[src/rtl/edge_pkg.sv]
// edge_pkg: shared FSM state type and edge-mode constants for the edge detector
package edge_pkg;

    typedef enum logic [1:0] {
        ZERO = 2'd0,
        RISE = 2'd1,
        ONE  = 2'd2,
        FALL = 2'd3
    } state_e;

    localparam logic [1:0] MODE_NONE = 2'b00;
    localparam logic [1:0] MODE_RISE = 2'b01;
    localparam logic [1:0] MODE_FALL = 2'b10;
    localparam logic [1:0] MODE_BOTH = 2'b11;

endpackage

[src/rtl/edge_channel.sv]
// edge_channel: one channel of synchroniser, dual-edge Moore FSM and saturating event counter
module edge_channel
    import edge_pkg::*;
#(
    parameter int SYNC_STAGES = 2,
    parameter int COUNT_WIDTH = 8
) (
    input  logic                   clk,
    input  logic                   reset,
    input  logic                   sig_i,
    input  logic                   clear_i,
    input  logic                   edge_tick_i,
    output logic                   rise_tick_o,
    output logic                   fall_tick_o,
    output logic                   level_o,
    output logic [COUNT_WIDTH-1:0] count_o
);

    logic                   s;
    state_e                 state_q, state_d;
    logic [COUNT_WIDTH-1:0] count_q, count_d;

    generate
        if (SYNC_STAGES == 0) begin : g_direct
            assign s = sig_i;
        end else begin : g_sync
            logic [SYNC_STAGES-1:0] sync_q;
            // shift the raw input through the synchroniser chain, oldest sample at the top
            always_ff @(posedge clk or posedge reset)
                if (reset) sync_q <= '0;
                else       sync_q <= (sync_q << 1) | SYNC_STAGES'(sig_i);
            assign s = sync_q[SYNC_STAGES-1];
        end
    endgenerate

    // state register
    always_ff @(posedge clk or posedge reset)
        if (reset) state_q <= ZERO;
        else       state_q <= state_d;

    // next state: from a low state a 1 is a new rise, from a high state a 0 is a new fall
    always_comb begin
        state_d = (state_q == ZERO || state_q == FALL) ? (s ? RISE : ZERO)
                                                       : (s ? ONE  : FALL);
    end

    // Moore outputs decoded from state only
    always_comb begin
        rise_tick_o = (state_q == RISE);
        fall_tick_o = (state_q == FALL);
        level_o     = (state_q == RISE) || (state_q == ONE);
    end

    // saturating counter; clear wins over a coincident tick
    always_comb begin
        count_d = clear_i                         ? '0
                : (edge_tick_i && count_q != '1)  ? count_q + 1'b1
                :                                   count_q;
    end

    // counter register
    always_ff @(posedge clk or posedge reset)
        if (reset) count_q <= '0;
        else       count_q <= count_d;

    assign count_o = count_q;

endmodule

[src/rtl/multi_edge_detector.sv]
// multi_edge_detector: WIDTH independent edge channels with shared edge-mode qualification
module multi_edge_detector
    import edge_pkg::*;
#(
    parameter int WIDTH       = 4,
    parameter int SYNC_STAGES = 2,
    parameter int COUNT_WIDTH = 8
) (
    input  logic                         clk,
    input  logic                         reset,
    input  logic [WIDTH-1:0]             sig,
    input  logic [1:0]                   mode,
    input  logic                         clear,
    output logic [WIDTH-1:0]             riseTick,
    output logic [WIDTH-1:0]             fallTick,
    output logic [WIDTH-1:0]             edgeTick,
    output logic                         anyEdge,
    output logic [WIDTH-1:0]             level,
    output logic [WIDTH*COUNT_WIDTH-1:0] count
);

    // qualify the raw ticks with the mode bits; mode acts combinationally
    always_comb begin
        edgeTick = (riseTick & {WIDTH{(mode & MODE_RISE) != MODE_NONE}})
                 | (fallTick & {WIDTH{(mode & MODE_FALL) != MODE_NONE}});
        anyEdge  = |edgeTick;
    end

    generate
        for (genvar i = 0; i < WIDTH; i++) begin : g_ch
            edge_channel #(
                .SYNC_STAGES (SYNC_STAGES),
                .COUNT_WIDTH (COUNT_WIDTH)
            ) u_ch (
                .clk         (clk),
                .reset       (reset),
                .sig_i       (sig[i]),
                .clear_i     (clear),
                .edge_tick_i (edgeTick[i]),
                .rise_tick_o (riseTick[i]),
                .fall_tick_o (fallTick[i]),
                .level_o     (level[i]),
                .count_o     (count[i*COUNT_WIDTH +: COUNT_WIDTH])
            );
        end
    endgenerate

endmodule

[config.mk]
export PLATFORM = sky130hd
export DESIGN_NAME = multi_edge_detector
export DESIGN_NICKNAME = d
export VERILOG_FILES = /design/src/rtl/edge_pkg.sv /design/src/rtl/edge_channel.sv /design/src/rtl/multi_edge_detector.sv
export SDC_FILE = /design/constraint.sdc
export NUM_CORES = 1
export LEC_CHECK = 0
export CORE_UTILIZATION = 55
export CTS_BUF_LIST = sky130_fd_sc_hd__clkbuf_4
export CTS_CLUSTER_SIZE = 30
export DETAILED_ROUTE_END_ITERATION = 10
export MAX_ROUTING_LAYER = met4
export PLACE_DENSITY_LB_ADDON = 0.05
export SETUP_SLACK_MARGIN = 0.15
export SLEW_MARGIN = 20
export SYNTH_ARGS = -nofsm -noshare
export SYNTH_HDL_FRONTEND = slang
export SYNTH_SLANG_ARGS = --single-unit
[constraint.sdc]
create_clock -name clk -period 3.4 [get_ports clk]
set_clock_uncertainty 0.05 [all_clocks]
set_input_delay 0.34 -clock clk [delete_from_list [all_inputs] [get_ports clk]]
set_output_delay 0.34 -clock clk [all_outputs]
set_load 0.02 [all_outputs]
### Sequential cells coloured by netlist name

Scale bar: 20 um. Other sequential cells in the stronger grey, the rest of the logic in the fainter grey.
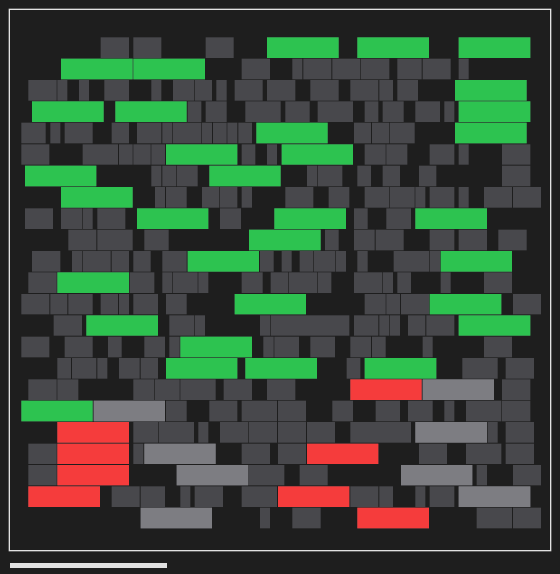
colour	netlist name	sequential cells
red	`g_ch.u_ch.g_sync.sync_q`	8
green	`g_ch.u_ch.count_o`	32
not coloured	8

### Clock wires, drivers and flops

Scale bar: 20 um.
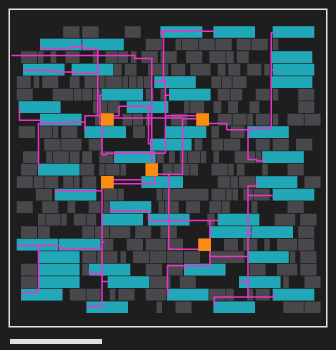
[orange] clock drivers | count: 5
[cyan] flip-flops | count: 48
[magenta] clock wires | length: 562 um
flops lie	spread over the die
routed clock nets	6
clock latency on the worst-skew pair: 0.36 ns
Clock net power: 257 uW
proportion of power drawn by the clock network: 0.129

### Cells by drive strength

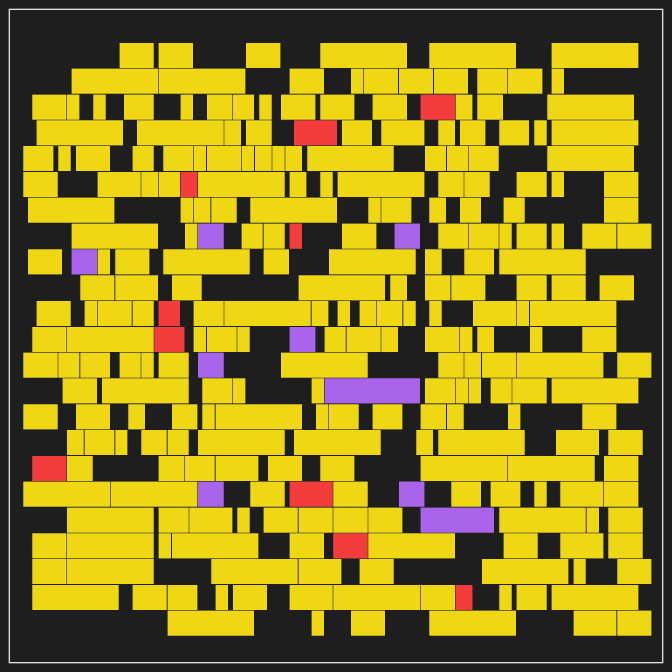
colour	size	cells	share
yellow	_0 and _1 cells	250	93%
purple	_3 and _4 cells	9	3.3%
red	_2 cells	10	3.7%
min setup slack post-route: 0.515 ns
design area: 2990 um2

### Wire density map

14 x 14 tiles, from dark blue (low) to red (high), scaled to the fullest tile. Values are wire area over tile area, all layers added.
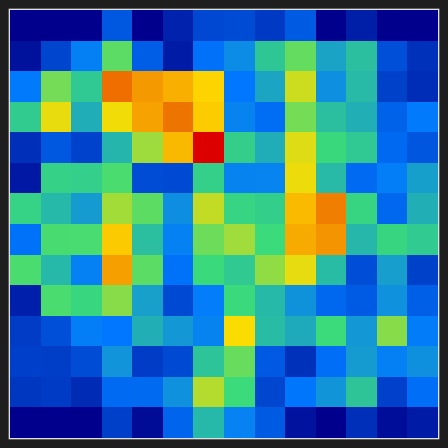
fullest tile	0.43
tiles over half the peak	22%
nearly empty tiles	5.6%
emptiest ninth of the die	south-west
mean over tiles	0.15

### Placement view

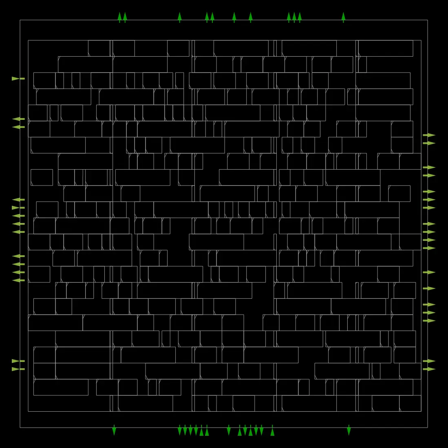
number of standard cells in the layout, taps in and fillers out: 319
number of tapcells: 50

[cells in the mapped netlist, types with 4 or more instances]
cell type,number
sky130_fd_sc_hd__nand2_1,6
sky130_fd_sc_hd__nand3_1,8
sky130_fd_sc_hd__buf_4,17
sky130_fd_sc_hd__ha_1,12
sky130_fd_sc_hd__mux2i_1,4
sky130_fd_sc_hd__a21oi_1,4
sky130_fd_sc_hd__clkbuf_1,4
sky130_fd_sc_hd__dfrtp_1,48
sky130_fd_sc_hd__inv_1,13
sky130_fd_sc_hd__o211ai_1,8
sky130_fd_sc_hd__and3_1,5
sky130_fd_sc_hd__xnor2_1,6
sky130_fd_sc_hd__nor2_1,27
sky130_fd_sc_hd__nor3_1,5
sky130_fd_sc_hd__xor2_1,15
==> summary.txt <==
impl run done, here's what came out: result of the run=finished, final reports clean, routing layer with the top usage in global route=met2, ys cells=226, area share of and-or/or-and cells after synthesis=0.143, total instance count after detailed placement=312, met3 Track Usage GR=0.0576, chip area=4720 um2, synthesized-area fraction occupied by adder cells=0.0613, number of top-level design ports=58, capture instance of the worst register-to-register path=g_ch[2].u_ch.count_o[1], total global-route track usage=0.229, number of synthesized register bits=48, minimum setup slack among reg-to-reg paths=1.61 ns, CTS tree=yes, cell type with the largest total area after synthesis=sky130_fd_sc_hd__dfrtp_1, max layer used=met4, Cell Rows=23, ranking of synthesized cells by area=sky130_fd_sc_hd__dfrtp_1 (49%), sky130_fd_sc_hd__ha_1 (6.1%), sky130_fd_sc_hd__xor2_1 (5.4%), sky130_fd_sc_hd__buf_4 (5.2%), sky130_fd_sc_hd__nor2_1 (4.1%), Clk pin slew, worst setup/hold paths=0.13 ns, Comb/total area=0.348, post-route fraction of the period consumed by the critical path=0.848, xor+xnor area frac=0.0752, register share of the cell area=0.402, initial antenna violation count=0, fraction of met1 tracks used by global routing=0.303, largest delay contributor family on the critical path=buffers and inverters, start point of the critical path=g_ch[3].u_ch.state_q[0], most used cells in the layout excluding fill and tap cells=sky130_fd_sc_hd__clkdlybuf4s50_1 (57), sky130_fd_sc_hd__dfrtp_1 (48), sky130_fd_sc_hd__nor2_1 (27), sky130_fd_sc_hd__xor2_1 (15), number of cells traversed by the worst register-to-register path=5, Multiplexer share=0.0164, cell-by-cell listing of the critical path=ha_1 -> a22oi_4 -> inv_1 -> or4_1 -> clkdlybuf4s50_1, Comb power frac=0.501, Non-Clock Buffer Count=58, total of buffers placed on input and output ports=57, GRT met2 Usage=0.348, detailed-route wire length=4560 um, Switching Fraction=0.390, wire length of the first global-routing pass=7750 um, heaviest power group=combinational cells, final weighted congestion in routability-driven placement=0.846, origin of the critical flop-to-flop path=g_ch[2].u_ch.count_o[1], Hold WS=0.317 ns, height of the die=68.7 um, Pwr Total=1.99 mW, combinational gates=142, slowest cell on the critical path=sky130_fd_sc_hd__clkdlybuf4s50_1, met3 wirelength from detailed routing=199 um, Mean Syn Cell Area=10.8 um2, final-report setup violation count=0, count of inverters other than clock inverters in the layout=14, area delta synth->final=22.0%, pin count of the biggest net entering global routing=49, total number of warnings across the stage logs=30, combinational power=995 uW, highest clock rate=347 MHz, Synth Cell Area=2450 um2, Post-Synthesis Net Count=247, net switching power figure=775 uW, worst min-delay path endpoint=g_ch[0].u_ch.g_sync.sync_q[1], Crit Path Max Fanout=8, antenna diode instance count=0, worst slack at placement=0.562 ns, Final Net Count=290, relative slew slack=0.465, AND/OR/NAND/NOR Cells, Area Fraction=0.129, crit path to=anyEdge, via count of the first global-routing pass=1676, final core occ=0.720, Congestion Overflow GR=0, Most common reg cell=sky130_fd_sc_hd__dfrtp_1, via density per instance=5.55, H-Tree Depth=2, startpoint class of the critical path=flip-flop, shortest period the worst path allows=2.88 ns, depth of the critical timing path with buffers and inverters included=5, dominant combinational cell family by area after synthesis=AND-OR/OR-AND gates, measured slew at the worst slew-check pin=0.801 ns, most frequent logic cell in the layout=sky130_fd_sc_hd__clkdlybuf4s50_1, total half-perimeter wirelength after legalization and detailed placement=3300 um, flop count=48, power dissipated in sequential cells=736 uW, Seq share, synth=0.491, total area of multi-input combinational cells=1040 um2, detailed-route via count=1771, Largest register FFs=32, WS Path Type=flip-flop to output port, Post-Syn Instances=226, clock buf count=6, chip area from the yosys synthesis statistics=2450 um2, fraction of registers with async set or reset after synthesis=1.00, Fin. Hold Viols=0, RSZ-0062 raised after global routing=false, Layout clock area frac=0.0168, yosys synthesis warning count=0, data arrival time of the worst path=2.49 ns
Power is estimated from default activity; no workload was simulated.
